### src/rtl/serial_sub_pkg.sv
// Shared definitions for the bit-serial subtractor: FSM encodings and default operand width.
package serial_sub_pkg;

  typedef enum logic [1:0] {
    IDLE = 2'b00,
    RUN  = 2'b01,
    DONE = 2'b10
  } state_t;

  localparam int WIDTH_DEFAULT = 8;

endpackage

### src/rtl/half_subtractor.sv
// One-bit half subtractor; two of these plus an OR form the serial full subtractor.
module half_subtractor (
  input  logic x,
  input  logic y,
  output logic d,
  output logic bo
);

  assign d  = x ^ y;
  assign bo = ~x & y;

endmodule

### src/rtl/serial_subtractor.sv
// Bit-serial a-b: one full-subtractor step per RUN cycle, LSB first, result shifted in from the MSB.
module serial_subtractor
  import serial_sub_pkg::*;
#(
  parameter int WIDTH = WIDTH_DEFAULT
) (
  input  logic             clk,
  input  logic             rst,
  input  logic             start,
  input  logic [WIDTH-1:0] a,
  input  logic [WIDTH-1:0] b,
  output logic             busy,
  output logic             done,
  output logic [WIDTH-1:0] diff,
  output logic             borrow
);

  localparam int CW = $clog2(WIDTH + 1);
  localparam logic [CW-1:0] LAST = CW'(WIDTH - 1);

  state_t           state;
  logic [WIDTH-1:0] sa;
  logic [WIDTH-1:0] sb;
  logic             bff;
  logic [CW-1:0]    cnt;

  logic hd1;
  logic hb1;
  logic dbit;
  logic hb2;
  logic bout;

  // Full subtractor: first stage forms ai-bi, second folds in the incoming borrow.
  half_subtractor u_hs0 (
    .x  (sa[0]),
    .y  (sb[0]),
    .d  (hd1),
    .bo (hb1)
  );

  half_subtractor u_hs1 (
    .x  (hd1),
    .y  (bff),
    .d  (dbit),
    .bo (hb2)
  );

  assign bout   = hb1 | hb2;
  assign borrow = bff;

  always_ff @(posedge clk or posedge rst) begin
    if (rst) begin
      state <= IDLE;
      busy  <= 1'b0;
      done  <= 1'b0;
      diff  <= '0;
      sa    <= '0;
      sb    <= '0;
      bff   <= 1'b0;
      cnt   <= '0;
    end else begin
      case (state)
        IDLE: begin
          done <= 1'b0;
          if (start) begin
            sa    <= a;
            sb    <= b;
            bff   <= 1'b0;
            cnt   <= '0;
            diff  <= '0;
            busy  <= 1'b1;
            state <= RUN;
          end
        end
        RUN: begin
          diff <= {dbit, diff[WIDTH-1:1]};
          sa   <= sa >> 1;
          sb   <= sb >> 1;
          bff  <= bout;
          cnt  <= cnt + CW'(1);
          // Counter reaches WIDTH on the final step, which still fits in CW bits.
          if (cnt == LAST) begin
            busy  <= 1'b0;
            done  <= 1'b1;
            state <= DONE;
          end
        end
        DONE: begin
          done  <= 1'b0;
          state <= IDLE;
        end
        default: begin
          busy  <= 1'b0;
          done  <= 1'b0;
          state <= IDLE;
        end
      endcase
    end
  end

endmodule

### config.mk
export PLATFORM = sky130hd
export DESIGN_NAME = serial_subtractor
export DESIGN_NICKNAME = d
export VERILOG_FILES = /design/src/rtl/serial_sub_pkg.sv /design/src/rtl/half_subtractor.sv /design/src/rtl/serial_subtractor.sv
export SDC_FILE = /design/constraint.sdc
export NUM_CORES = 1
export LEC_CHECK = 0
export CAP_MARGIN = 20
export CORE_MARGIN = 4
export CORE_UTILIZATION = 25
export CTS_CLUSTER_DIAMETER = 150
export DETAILED_ROUTE_END_ITERATION = 16
export PLACE_DENSITY = 0.52
export SLEW_MARGIN = 30
export SYNTH_ARGS = -nofsm -noshare
export SYNTH_HDL_FRONTEND = slang
export SYNTH_SLANG_ARGS = --single-unit
### constraint.sdc
create_clock -name clk -period 4 [get_ports clk]
set_clock_uncertainty 0.15 [all_clocks]
set_input_delay 0.8 -clock clk [delete_from_list [all_inputs] [get_ports clk]]
set_output_delay 0.8 -clock clk [all_outputs]
set_load 0.005 [all_outputs]
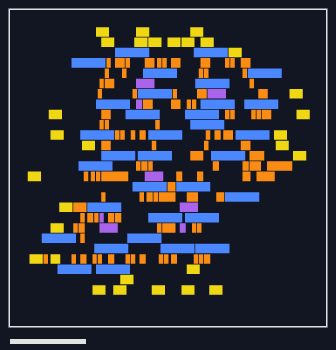
(run_1/placement_by_type.png)
Bar = 20 um.
class	color	cells
clock drivers and dummy loads	purple	8
other buffers and delay cells	yellow	30
combinational and other logic	orange	101
flops	blue	33
fraction of area in registers: 44.7%
post-route core utilization: 33.5%
Std-Cell Rows: 27
core area: 5510 sq um
design area: 1850 sq um

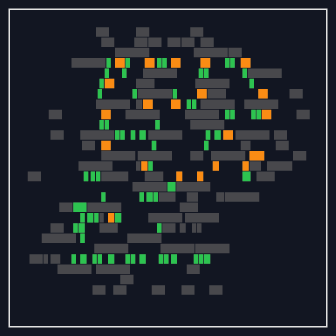
(run_1/logic_types.png)
family	color	cells	most used
inverting AOI/OAI gates	orange	21	a22oi_1
NAND gates	green	66	nand2_1
Comb/total area: 29.4%
Non-Filler Instances: 244
most frequent logic cell in the layout: nand2_1

==> run summary, run 1 <==
Status -> finished clean
Cell variety after synth -> 26
Leading area contributor after synthesis -> dfrtp_1
Post-synthesis simple-gate area fraction -> 22.8%
Storage cell area -> 826 sq um
Fraction of layout cells with a size suffix above 1 -> 7.56%
Hold path depth -> 1
CP Class -> primary input to register
Total of max-cap violations -> 0
DR WL met3 -> 221 um
Mux frac, synth -> 0.706%
Invs w/o clock -> 2
Clk pwr share -> 18.9%
First-pass GRT wire length -> 5.60 mm
Tally of buffers added on design ports -> 29
Clk latency late pin -> 0.28 ns
Worst setup margin -> 1.77 ns
WL/cell -> 12.8 um
RSZ-0062 raised after global routing -> false
Layer with the highest usage -> met2
Post-Synthesis Cells -> 143
Setup Viol. Count Final -> 0
Post-Place Worst Slack -> 1.46 ns
PD cells -> 696 nW/um^2
Num CTS Buffers -> 5
Gr usage total -> 10.1%
Clock buffer depth -> 2
Post-synth top cells -> nand2_1 (52), dfrtp_1 (33), a22oi_1 (14)
Multi-input gates -> 99
R2R depth -> 3
Top Metal Used -> met4
Met1 Track Usage GR -> 12.5%
Top Consumer -> registers
GR Overflow Total -> 0
Final wirelength -> 3.11 mm
Fin crit share -> 55.9%
Met2 usage in global routing -> 15.1%
Slew @ Worst Pin -> 0.715 ns
Peak VDD IR -> 0.271 mV
Async set-reset flop share out of synthesis -> 100%
CP max stage delay -> 0.61 ns
Floorplan Nets -> 164
Area delta synth->final -> 30.3%
Clk root buf -> clkbuf_8
Pwr Total -> 1.29 mW
Average size of a mapped cell -> 9.91 sq um
Maximum fanout along the worst path -> 14
Main logic family -> simple AND/OR/NAND/NOR gates
CP endpoint kind -> register
DRT Pass-1 Iters -> 5
Nonclk buf count -> 30
Diode count -> 0
Worst R2R End -> cnt[2]
I/O pin count -> 30
Met1 WL -> 1.43 mm
Final Max Slew Viols -> 0
Clock Sinks -> 33
Reg power frac -> 44.2%
Gpl congestion -> 0.689
Vias -> 1068
Clk tree area frac -> 4.47%
Sw Ratio -> 36.5%
Vias in the first global route -> 1167
Hold Path Sink -> cnt[3]
Initial DRC Count -> 145
Comb area -> 543 sq um
Xor/xnor share -> 0%
Adder share -> 2.29%
Post-synth EDFFs -> 0
Hpwl dp -> 1.99 mm
Clock Pin Slew Worst Setup and Hold Paths -> 0.07 ns
Worst r2r src -> state[1]
Worst path bufs/invs -> 1
Yosys aoi share -> 11.6%
Critical Path RT -> 3.98 ns
Non-clock buffer share of cell area -> 16.1%
Final hold slack -> 0.324 ns
Chip Width -> 83.3 um
Tool Warnings -> 26
DP Area -> 1760 sq um
CTS Hold Bufs -> 0
Internal reg-to-reg setup slack -> 2.29 ns
Final hold vios -> 0
Count leader, synth -> nand2_1
Sequential Power -> 568 uW
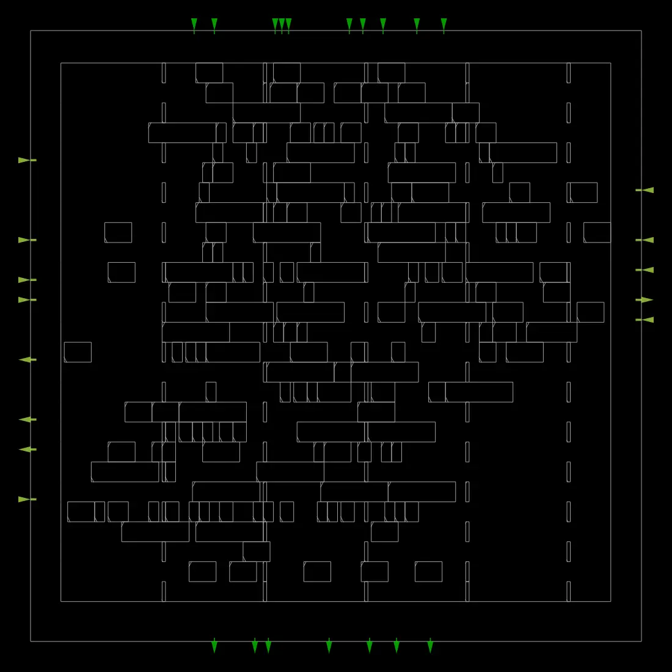
(run_1/placement.png)
registers: 33
Tapcell Cnt: 72
# fillers: 583

==> run_1/clk_routes.png <==
Bar = 20 um.
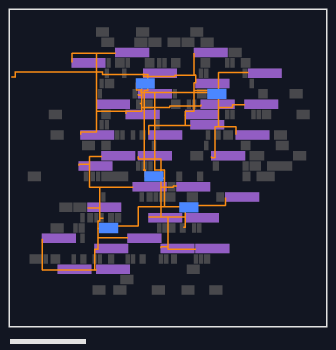

## Run 2: what changed since run 1
--- a/config.mk
+++ b/config.mk
@@ -10,7 +10,7 @@
 export CORE_UTILIZATION = 25
 export CTS_CLUSTER_DIAMETER = 150
 export DETAILED_ROUTE_END_ITERATION = 16
-export PLACE_DENSITY = 0.52
+export PLACE_DENSITY = 0.54
 export SLEW_MARGIN = 30
 export SYNTH_ARGS = -nofsm -noshare
 export SYNTH_HDL_FRONTEND = slang
==> constraint.sdc (replaced) <==
create_clock -name clk -period 1.93 [get_ports clk]
set_clock_uncertainty 0.15 [all_clocks]
set_input_delay 0.386 -clock clk [delete_from_list [all_inputs] [get_ports clk]]
set_output_delay 0.386 -clock clk [all_outputs]
set_load 0.005 [all_outputs]
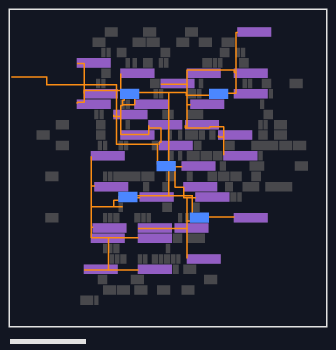
(run_2/clk_routes.png)
Bar = 20 um.
[clock wires] orange | length: 418 um
[flip-flops] purple | count: 33
[clock drivers] blue | count: 5
routed clock nets	6
Clk pwr share: 18.1%
clk latency late pin: 0.28 ns
Clk. pwr: 506 uW

==> run 2 against run 1 <==
Net effect: routed wire length fell by 3.1%; final cell count rose by 2.9%; core utilization rose by 1.4 points; clock-buffer cell count rose by 1; final area rose by 4.2%; die area did not move; first-iteration DRC count fell by 70%; critical path type is now register to output port; synthesized cell count did not move; setup slack got worse by 1.6 ns; highest routed layer unchanged; register-to-register slack got worse by 1.8 ns; via count rose by 2.4%.
==> run summary, run 2 <==
Min Tclk post-route -> 1.75 ns
Nonclk buf count -> 38
Die area -> 6940 sq um
I/O pin count -> 30
Post-Synthesis Cells -> 143
Clk root buf -> clkbuf_8
Status -> finished clean
Leading area contributor after synthesis -> dfrtp_1
Gate power share -> 39.5%
Worst R2R End -> diff[3]
Slew @ Worst Pin -> 0.413 ns
Area delta synth->final -> 35.7%
Critical Path End -> borrow
Yosys aoi share -> 11.6%
Pwr Total -> 2.79 mW
Setup Viol. Count Final -> 0
Post-CTS setup repair buffer count -> 0
Met2 WL -> 1.41 mm
Met2 usage in global routing -> 14.9%
Worst r2r src -> state[0]
Internal reg-to-reg setup slack -> 0.45 ns
Core area -> 5510 sq um
# fillers -> 580
Sw Ratio -> 34.3%
Tool Warnings -> 26
Gpl congestion -> 0.673
Clk tree area frac -> 4.49%
Met1 WL -> 1.42 mm
Storage cell area -> 826 sq um
Chip Width -> 83.3 um
R2R depth -> 4
Fraction of layout cells with a size suffix above 1 -> 11.2%
Inst Count DP -> 244
First-pass GRT wire length -> 5.35 mm
Hold Path Sink -> cnt[3]
Initial DRC Count -> 44
H-tree depth -> 2
CP Class -> register to output port
CTS tree -> built
DRT Pass-1 Iters -> 4
Post-synthesis simple-gate area fraction -> 22.8%
GR Overflow Total -> 0
Peak VDD IR -> 0.369 mV
Top cell area share -> 58.3%
CTS Hold Bufs -> 0
Yosys warning tally -> 0
Vias -> 1094
Floorplan Nets -> 164
Main logic family -> simple AND/OR/NAND/NOR gates
Cell variety after synth -> 26
Comb/total area -> 27.6%
Total of max-cap violations -> 0
Clock Pin Slew Worst Setup and Hold Paths -> 0.06 ns
Synth Flop Type -> dfrtp_1
Clock buffer depth -> 2
DP Area -> 1840 sq um
Tally of buffers added on design ports -> 29
Adder share -> 2.29%
DRC Markers -> 0
CP max stage delay -> 0.53 ns
Top Consumer -> registers
Most numerous logic cells after layout -> nand2_1 (52), dfrtp_1 (33), clkdlybuf4s50_1 (29)
Final hold vios -> 0
Num CTS Buffers -> 5
Hold path depth -> 1
Diode count -> 0
Critical path depth -> 1
Gr usage total -> 9.49%
PD cells -> 1450 nW/um^2
Final hold slack -> 0.313 ns
Post-synth EDFFs -> 0
Sequential Power -> 1.18 mW
Maximum fanout along the worst path -> 3
Yosys stat area -> 1420 sq um
Average size of a mapped cell -> 9.91 sq um
WL/cell -> 12.0 um
Hpwl dp -> 2.12 mm
Reg power frac -> 42.3%
Comb area -> 532 sq um
Area contributors post-synth -> dfrtp_1 (58%), nand2_1 (14%), a22oi_1 (7.4%), nand3_1 (3.9%), buf_2 (1.8%)
Clock Sinks -> 33
Worst path bufs/invs -> 1
Met1 Track Usage GR -> 12.1%
Worst Path Arrival -> 1.22 ns
GR Util met3 -> 3.47%
Top class by area -> registers
Tapcell Cnt -> 72
P_comb -> 1.10 mW
Layer with the highest usage -> met2
Vias/cell -> 4.36
LEAKAGE -> 0.919 nW
Setup TNS -> 0 ns
Most frequent logic cell in the layout -> nand2_1
Final wirelength -> 3.02 mm
Invs w/o clock -> 2
Std-Cell Rows -> 27
Rel. slew slack -> 72.4%
Non-Filler Instances -> 251
Non-clock buffer share of cell area -> 19.9%
Seq share, synth -> 58.3%
Vias in the first global route -> 1115
DR WL met3 -> 140 um
Post-Place Worst Slack -> 0.0415 ns
Fin crit share -> 90.8%
Maximum clock frequency -> 0.571 GHz
CP endpoint kind -> output port
Slowest cell on the critical path -> clkdlybuf4s50_1
Xor/xnor share -> 0%
Top Metal Used -> met4
Worst hold start -> cnt[3]
RSZ-0062 raised after global routing -> false
Mux frac, synth -> 0.706%
Count leader, synth -> nand2_1
Multi-input gates -> 99
Async set-reset flop share out of synthesis -> 100%
Post-synth top cells -> nand2_1 (52), dfrtp_1 (33), a22oi_1 (14)
Final Max Slew Viols -> 0
Critical Path RT -> 1.39 ns
FP Util -> 25.7%
Worst setup margin -> 0.177 ns
Registers -> 33
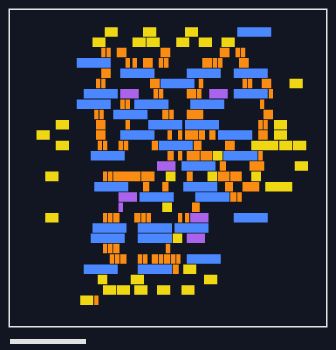
(run_2/placement_by_type.png)
Bar = 20 um.
class	color	cells
clock drivers and dummy loads	purple	7
flops	blue	33
combinational and other logic	orange	101
other buffers and delay cells	yellow	38
fraction of area in registers: 42.9%
design area: 1920 sq um
post-route core utilization: 34.9%

Power and IR drop assume default switching activity.
